<file path="src/rtl/servo_motion_sequencer.sv">
// rtl/servo_motion_sequencer.sv - turntable/track servo motion sequencer; SERVO_SEQ_HOLD_EN keeps servos enabled in IDLE
module servo_motion_sequencer #(
    parameter int TICK_DIV  = 24000,
    parameter int RAMP_STEP = 1,
    parameter int PUSH_T    = 500,
    parameter int DWELL_T   = 200,
    parameter int PULL_T    = 500,
    parameter int SETTLE_T  = 100
) (
    input  logic       clk,
    input  logic       reset_n,
    input  logic [9:0] instr,
    input  logic       instr_valid,
    output logic       instr_ready,
    input  logic       abort,
    output logic [7:0] turntable_position,
    output logic       turntable_enable,
    output logic [7:0] track_position,
    output logic       track_enable,
    output logic       busy,
    output logic       done,
    output logic       aborted
);
    localparam int            PW         = (TICK_DIV > 1) ? $clog2(TICK_DIV) : 1;
    localparam logic [PW-1:0] PRESC_LAST = PW'(TICK_DIV - 1);
    localparam logic [7:0]    STEP8      = 8'(RAMP_STEP);
    localparam logic [8:0]    STEP9      = 9'(RAMP_STEP);
`ifdef SERVO_SEQ_HOLD_EN
    localparam logic          IDLE_EN    = 1'b1;
`else
    localparam logic          IDLE_EN    = 1'b0;
`endif

    typedef enum logic [2:0] {
        HOME      = 3'd0,
        IDLE      = 3'd1,
        TT_RAMP   = 3'd2,
        TT_SETTLE = 3'd3,
        PUSH      = 3'd4,
        DWELL     = 3'd5,
        PULL      = 3'd6
    } state_t;

    state_t        state, state_next;
    logic [PW-1:0] prescaler;
    logic [15:0]   ticks;
    logic [7:0]    target;
    logic          retracted, tt_pending, auto_cycle;
    logic          tick, accept, abort_take, ramp_hit;
    logic          push_end, dwell_end, pull_end, settle_end;
    logic          set_retracted, clr_retracted, set_pending, clr_pending, latch_auto;
    logic [7:0]    ramp_pos;
    logic [8:0]    gap;

    assign tick       = (prescaler == PRESC_LAST);
    assign push_end   = tick && (ticks == 16'(PUSH_T - 1));
    assign dwell_end  = tick && (ticks == 16'(DWELL_T - 1));
    assign pull_end   = tick && (ticks == 16'(PULL_T - 1));
    assign settle_end = tick && (ticks == 16'(SETTLE_T - 1));
    assign accept     = (state == IDLE) && instr_valid && instr_ready && !abort;
    assign ramp_hit   = tick && (ramp_pos == target);

    // Step toward target, landing exactly on it rather than overshooting or wrapping.
    always_comb begin
        gap      = 9'd0;
        ramp_pos = turntable_position;
        if (target > turntable_position) begin
            gap      = {1'b0, target} - {1'b0, turntable_position};
            ramp_pos = (gap <= STEP9) ? target : turntable_position + STEP8;
        end else if (target < turntable_position) begin
            gap      = {1'b0, turntable_position} - {1'b0, target};
            ramp_pos = (gap <= STEP9) ? target : turntable_position - STEP8;
        end
    end

    always_comb begin
        state_next    = state;
        abort_take    = 1'b0;
        set_retracted = 1'b0;
        clr_retracted = 1'b0;
        set_pending   = 1'b0;
        clr_pending   = 1'b0;
        latch_auto    = 1'b0;
        if (abort && (state != HOME) && (state != PULL)) begin
            abort_take = 1'b1;
            state_next = PULL;
        end else begin
            case (state)
                HOME: begin
                    if (pull_end) begin
                        set_retracted = 1'b1;
                        state_next    = IDLE;
                    end
                end
                IDLE: begin
                    if (accept) begin
                        case (instr[9:8])
                            2'b01: begin
                                if (!retracted) begin
                                    set_pending = 1'b1;
                                    state_next  = PULL;
                                end else if (instr[7:0] == turntable_position) begin
                                    state_next = TT_SETTLE;
                                end else begin
                                    state_next = TT_RAMP;
                                end
                            end
                            2'b10: begin
                                clr_retracted = 1'b1;
                                latch_auto    = 1'b1;
                                state_next    = PUSH;
                            end
                            2'b11:   state_next = PULL;
                            default: state_next = IDLE;
                        endcase
                    end
                end
                TT_RAMP:   if (ramp_hit) state_next = TT_SETTLE;
                TT_SETTLE: if (settle_end) state_next = IDLE;
                PUSH:      if (push_end) state_next = auto_cycle ? DWELL : IDLE;
                DWELL:     if (dwell_end) state_next = PULL;
                PULL: begin
                    if (pull_end) begin
                        set_retracted = 1'b1;
                        if (tt_pending) begin
                            clr_pending = 1'b1;
                            state_next  = (target == turntable_position) ? TT_SETTLE : TT_RAMP;
                        end else begin
                            state_next = IDLE;
                        end
                    end
                end
                default: state_next = HOME;
            endcase
        end
    end

    always_ff @(posedge clk or negedge reset_n) begin
        if (!reset_n) begin
            state     <= HOME;
            prescaler <= '0;
            ticks     <= 16'd0;
        end else begin
            state <= state_next;
            if (state_next != state) begin
                prescaler <= '0;
                ticks     <= 16'd0;
            end else if (tick) begin
                prescaler <= '0;
                ticks     <= ticks + 16'd1;
            end else begin
                prescaler <= prescaler + 1'b1;
            end
        end
    end

    always_ff @(posedge clk or negedge reset_n) begin
        if (!reset_n) begin
            target             <= 8'h00;
            retracted          <= 1'b0;
            tt_pending         <= 1'b0;
            auto_cycle         <= 1'b0;
            aborted            <= 1'b0;
            turntable_position <= 8'h80;
            instr_ready        <= 1'b0;
            busy               <= 1'b1;
            done               <= 1'b0;
        end else begin
            if (accept && (instr[9:8] == 2'b01)) target <= instr[7:0];
            if (set_retracted) retracted <= 1'b1;
            else if (clr_retracted) retracted <= 1'b0;
            if (abort_take || clr_pending) tt_pending <= 1'b0;
            else if (set_pending) tt_pending <= 1'b1;
            if (abort_take) auto_cycle <= 1'b0;
            else if (latch_auto) auto_cycle <= instr[7];
            if (abort_take) aborted <= 1'b1;
            else if (accept) aborted <= 1'b0;
            if ((state == TT_RAMP) && tick && !abort_take) turntable_position <= ramp_pos;
            // Handshake/status track the state itself so a new instr is never seen as accepted late.
            instr_ready <= (state_next == IDLE);
            busy        <= (state_next != IDLE);
            done        <= (state_next == IDLE) && ((state != IDLE) || accept);
        end
    end

    // Servo drive follows the state one clock later.
    always_ff @(posedge clk or negedge reset_n) begin
        if (!reset_n) begin
            track_position   <= 8'h00;
            track_enable     <= 1'b0;
            turntable_enable <= 1'b0;
        end else begin
            case (state)
                HOME, PULL: begin
                    track_position   <= 8'h00;
                    track_enable     <= 1'b1;
                    turntable_enable <= 1'b0;
                end
                PUSH, DWELL: begin
                    track_position   <= 8'hFF;
                    track_enable     <= 1'b1;
                    turntable_enable <= 1'b0;
                end
                TT_RAMP, TT_SETTLE: begin
                    track_enable     <= 1'b0;
                    turntable_enable <= 1'b1;
                end
                IDLE: begin
                    track_enable     <= IDLE_EN;
                    turntable_enable <= IDLE_EN;
                end
                default: begin
                    track_enable     <= 1'b0;
                    turntable_enable <= 1'b0;
                end
            endcase
        end
    end
endmodule

</file>
<file path="config.mk">
export PLATFORM = sky130hd
export DESIGN_NAME = servo_motion_sequencer
export DESIGN_NICKNAME = d
export VERILOG_FILES = /design/src/rtl/servo_motion_sequencer.sv
export SDC_FILE = /design/constraint.sdc
export NUM_CORES = 1
export LEC_CHECK = 0
export CAP_MARGIN = 10
export CORE_MARGIN = 2
export CORE_UTILIZATION = 40
export CTS_CLUSTER_SIZE = 14
export DETAILED_ROUTE_END_ITERATION = 10
export PLACE_DENSITY_LB_ADDON = 0.3
export SLEW_MARGIN = 5
export SYNTH_ARGS = -nofsm -noshare
export SYNTH_HDL_FRONTEND = slang
export SYNTH_SLANG_ARGS = --single-unit
export TNS_END_PERCENT = 20
</file>
<file path="constraint.sdc">
create_clock -name clk -period 3.85 [get_ports clk]
set_input_delay 0.5775 -clock clk [delete_from_list [all_inputs] [get_ports clk]]
set_output_delay 0.5775 -clock clk [all_outputs]
set_load 0.005 [all_outputs]
</file>
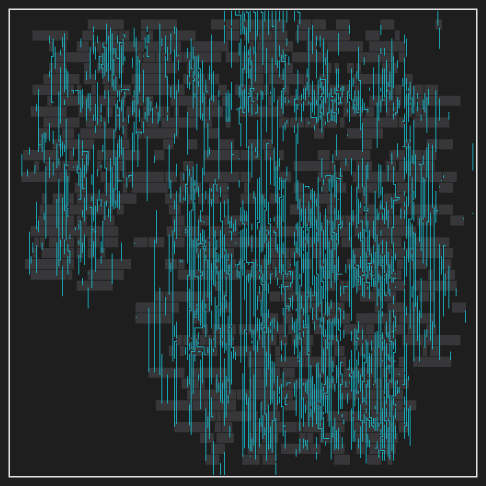
Figure 1: run 1, metal 2.
Scale: 4 px per um. Cells faint in the background.
608 nets have wire on it. The longest straight run is 65.3 um. The wires run mostly vertical.

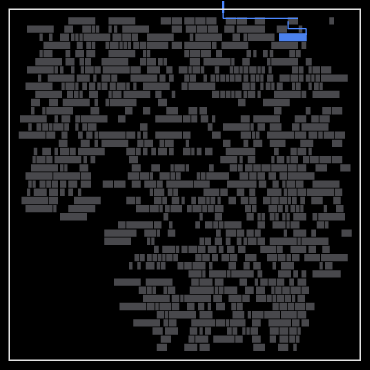
Figure 2: run 1, I/O nets highlighted.
Scale: 3 px per um.
Key: blue = aborted [bits 1, direction output, end cells 1, buffers 1, wire 37.8 um]

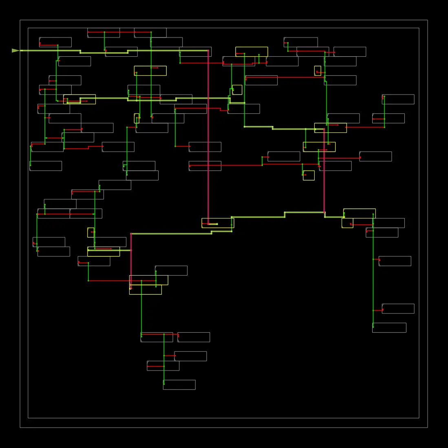
Figure 3: run 1, the clock network.
flop count: 60
Clk power: 0.797 mW
Clock Latency Late Sink: 0.34 ns
clk sink count: 60

==> run summary, run 1 <==
run status: finished clean
Max Clk Rate: 267 MHz
total number of yosys warnings: 0
# hold bufs at CTS: 0
DRT iter0 DRCs: 535
vias in the first global route: 4596
tool warnings: 36
layout cells sized above 1: 0.214
slack of the critical path: 0.108 ns
Synth Cell Area: 5060 um^2
max reg flops: 16
first-pass GRT wire length: 24400 um
Setup CP Type: flop to flop
chip area: 13600 um^2
initial antenna violation count: 0
DRT met1 WL: 7250 um
post-route cell area: 6420 um^2
largest net degree at the start of global routing: 43
number of enable flip-flop cells: 0
DP Wirelength: 11900 um
Max Cap Viol: 0
nets@finish: 719
die width: 117 um
Rel. slew slack: 0.352
Rows: 41
Fin Setup TNS: 0 ns
CP max FO: 8
clk_skew: 0.00691 ns
gp weighted congestion: 1.01
WP data arrival: 3.97 ns
I/O Buffers: 35
Detailed Routing Iterations Pass 1: 5
yosys stat area: 5060 um^2
clock buffer depth: 2
Critical Path Start Type: flop
Fin. Hold Viols: 0
H-tree depth: 3
VDD IR max: 0.265 mV
Power Density: 330 nW/um^2
Cell Count, Final, Fillers Out: 860
max-slew violation count: 0
DP Area: 5850 um^2
Syn Inst Count: 609
syn_nets: 645
Seq/Total Area, Yosys: 0.297
Synth area leader: dfrtp_1
Hold WC Path Type: primary input to asynchronous set/reset pin
Final Critical Period: 3.74 ns
Worst EP required: 4.08 ns
Power, Total: 2.12 mW
slowest stage delay, CP: 0.43 ns
Setup crit end kind: flop
largest registers: ticks x16, prescaler x15
GRT busiest layer: met2
Top cells excl fill/tap: 76 x nor2_1, 61 x buf_4, 58 x dfrtp_1
cts bufs inserted: 9
largest register by flop count: ticks
Antenna Diode Count: 0
Logic area: 3430 um^2
most frequent logic cell in the layout: nor2_1
hold slack: 0.399 ns
Final ANT Viol Nets: 0
post-synthesis async set-or-reset flop share: 1.00
Avg Inst Size Synth: 8.32 um^2
met2 global-route usage: 0.347
CTS tree: built
period utilisation layout: 0.972
Synth area leaders: dfrtp_1 29%, nor2_1 5.9%, xnor2_1 5.4%
initial core utilization: 0.406
crit-path cells: inv_2, ha_4, inv_1, fa_2, a21oi_2, nor2_2, nor4_4, o2111a_2, buf_6, a211oi_1, a311oi_2, mux2_4, a2111oi_4, or2_4, clkbuf_16, nor2_1
#FFs+latches synth: 60
drt drc: 0
die height: 117 um
met3 Usage GRT: 0.0649
DR WL met2: 7010 um
drt wl/cell: 18.2 um
fillcell total: 1160
cells in synth_stat.txt: 609
Overflow after GRT: 0
Final Util: 0.515
clock-pin slew on the worst setup and hold paths: 0.06 ns
DR top layer: met4
## run 1: timing repair
action / CTS / global route
endpoints found under the setup margin: 17 / 20
setup buffers: 1 / 7
pin swaps: 1 / 20
cloned: 0 / 1
gates resized: 2 / 42
## run 1: power by group
part	switching, mW	total [mW]	internal [mW]
Combinational	0.305	0.602	0.297
Clock	0.297	0.797	0.500
Sequential	0.0485	0.719	0.671
Total	0.650	2.12	1.47
## run 1: path summary, 6_finish.rpt
| check | from | end | slack [ns] | depth (start not counted) |
|---|---|---|---|---|
| min in group clk | prescaler[0] | prescaler[0] | 0.48 | 1 |
| min reg2reg | prescaler[0] | prescaler[0] | 0.48 | 1 |
| max | turntable_position[0] | ticks[2] | 0.11 | 16 |
| max reg2reg | turntable_position[0] | ticks[2] | 0.11 | 16 |
| max in group asynchronous | reset_n | prescaler[11] | 2.62 | 2 |
| min | reset_n | aborted | 0.40 | 1 |
## run 1: cells by family after synthesis
kind of cell	Yosys count	share of synthesized area
AND/OR/NAND/NOR	251	0.258
AND-OR/OR-AND	146	0.206
buffers and inverters	65	0.0637
flip-flops	60	0.297
XOR/XNOR	51	0.0882
adder cells (fa/ha/maj)	22	0.0573
multiplexers	14	0.0301
## run 1: Yosys cell counts (all sizes together) (6+ instances only)
master	count
a211oi	8
a21oi	38
a31oi	7
and3	10
buf	18
clkbuf	19
dfrtp	58
ha	20
inv	27
mux2	10
nand2	52
nand2b	7
nand3	26
nand4	12
nor2	80
nor3	12
nor3b	6
nor4	8
o211ai	6
o21ai	28
or3	6
xnor2	31
xor2	20
## run 1: area by class of cell
cell class | instances | share of cell area
clock inverters | 6 | 0.0101
clock buffers | 10 | 0.0357
inverters | 28 | 0.0166
repair buffers | 100 | 0.136
flip-flops and latches | 60 | 0.234
well taps | 172 | 0.0335
multi-input cells | 484 | 0.534
Figure 4. Cells colored by class (run 1).
Scale: 3 px per um. Fill, decap, tap and diode cells in gray.
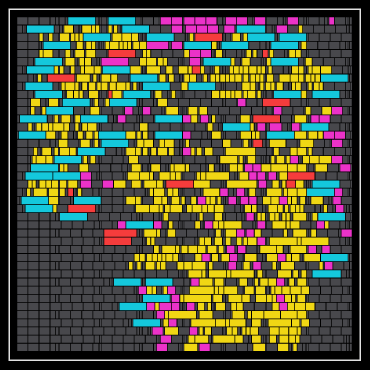

==> run 2: changes to the inputs <==
CORE_MARGIN = 5   (was 2)
CORE_UTILIZATION = 54   (was 40)
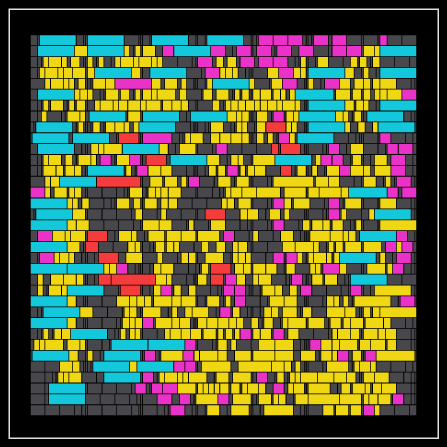
Figure 5: run 2, cells colored by class.
Scale: 4 px per um. Fill, decap, tap and diode cells in gray.
Key: yellow = remaining logic cells [cells 512, share of their area 58%]; cyan = registers [cells 60, share of their area 25%]; red = clock drivers and dummy loads [cells 16, share of their area 3.7%]; magenta = remaining buffers and delay cells [cells 95, share of their area 14%]

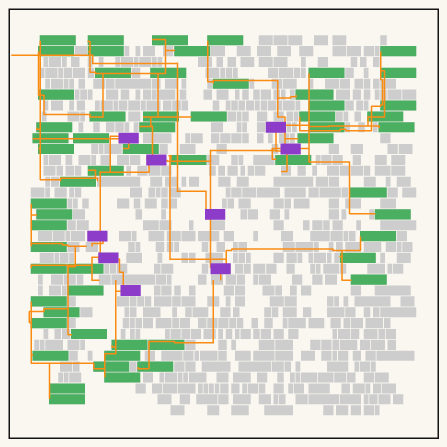
Figure 6: run 2, clock wires, drivers and flops.
Scale: 4 px per um.
Key: orange = clock wires [length 970 um]; purple = clock-net drivers [count 9]; green = flip-flops [count 60]
There are 10 routed clock nets. Position of the flops: widely spread.

==> run 2 against run 1 <==
Against the previous run: sequential power is essentially flat; first-iteration DRC count shrank 25%; critical endpoint is now ticks[8]; power shrank 6.6%; cell area shrank 3.5%; clock skew grew 0.014 ns.
==> run summary, run 2 <==
Seq/Total Area, Yosys: 0.297
number of enable flip-flop cells: 0
drt wl/cell: 19.2 um
Final Util: 0.673
Syn Inst Count: 609
met3 Usage GRT: 0.0488
Top cells excl fill/tap: 77 x nor2_1, 58 x dfrtp_1, 57 x buf_4
Power Density: 320 nW/um^2
slack of the critical path: 0.0857 ns
largest net degree at the start of global routing: 32
largest register by flop count: ticks
nets@finish: 714
Logic area: 3390 um^2
I/O Buffers: 35
chip area: 11400 um^2
layout cells sized above 1: 0.199
DP Area: 5700 um^2
dominant kind of combinational cell: simple AND/OR/NAND/NOR gates
run status: finished clean
clk sink count: 60
Synth area leaders: dfrtp_1 29%, nor2_1 5.9%, xnor2_1 5.4%
Max Cap Viol: 0
mux cell area share after synthesis: 0.0301
post-route cell area: 6190 um^2
fillcell total: 764
Setup CP Type: flop to flop
Rel. slew slack: 0.538
Antenna Diode Count: 0
Setup crit end kind: flop
VDD IR max: 0.253 mV
Synth Cell Area: 5060 um^2
DRT iter0 DRCs: 403
first-pass GRT wire length: 24200 um
WP data arrival: 4.00 ns
Rows: 35
max reg flops: 16
cts bufs inserted: 9
CTS tree: built
top cells by count: 79 x nor2_1, 58 x dfrtp_1, 51 x nand2_1, 38 x a21oi_1, 31 x xnor2_1
aoi share: 0.206
clock buffer depth: 2
post-synthesis async set-or-reset flop share: 1.00
largest registers: ticks x16, prescaler x15
Hold WC Path Type: primary input to asynchronous set/reset pin
drt drc: 0
initial antenna violation count: 0
CP max FO: 8
DR WL met2: 6940 um
Final ANT Viol Nets: 0
total number of yosys warnings: 0
tool warnings: 35
-- run 2: critical path, cell delays in order (launching register included) --
cell       delay (ns)
dfrtp_1          0.39
inv_1            0.06
ha_2             0.18
inv_1            0.06
fa_2             0.37
buf_4            0.15
a211oi_4         0.23
or3b_4           0.18
a32o_2           0.29
and2_1           0.21
a21oi_1          0.13
a2111oi_2        0.42
o311ai_2         0.19
a2111oi_4        0.36
or2_4            0.23
clkbuf_16        0.15
nor2_1           0.04
-- run 2: layout make-up --
class                           instances  share of cell area
Sequential cell                        60               0.243
Tap cell                              111              0.0224
Timing Repair Buffer                   95               0.134
Clock inverter                          7              0.0160
Inverter                               28              0.0172
Clock buffer                            9              0.0200
Multi-Input combinational cell        484               0.547
-- run 2: final timing paths --
check	start	endpoint	slack [ns]	depth (start not counted)
setup / recovery	target[0]	ticks[8]	0.09	16
hold / removal	reset_n	turntable_position[6]	0.27	1
setup reg to reg	target[0]	ticks[8]	0.09	16
hold reg to reg	prescaler[0]	prescaler[0]	0.48	1
max in group asynchronous	reset_n	turntable_position[3]	2.71	2
min in group clk	prescaler[0]	prescaler[0]	0.48	1
-- run 2: power by group --
group / switching [mW] / leakage (nW) / internal, mW / total, mW
Combinational: 0.300 / 1.77 / 0.297 / 0.597
Clock: 0.294 / 0.110 / 0.369 / 0.663
Sequential: 0.0493 / 0.785 / 0.669 / 0.718
Total: 0.643 / 2.66 / 1.34 / 1.98
-- run 2: stage by stage --
step           hold WS [ns]  cells  setup TNS [ns]  power (mW)
6_report              0.269    794               0        1.98
3_3_place_gp          0.463    764        -0.00540        1.26
3_5_place_dp          0.470    764          -0.299        1.27
2_1_floorplan         0.282    609               0        1.09
5_1_grt               0.324    794           -1.27        2.08
4_1_cts               0.286    782               0        1.93
Power and IR drop assume default switching activity.
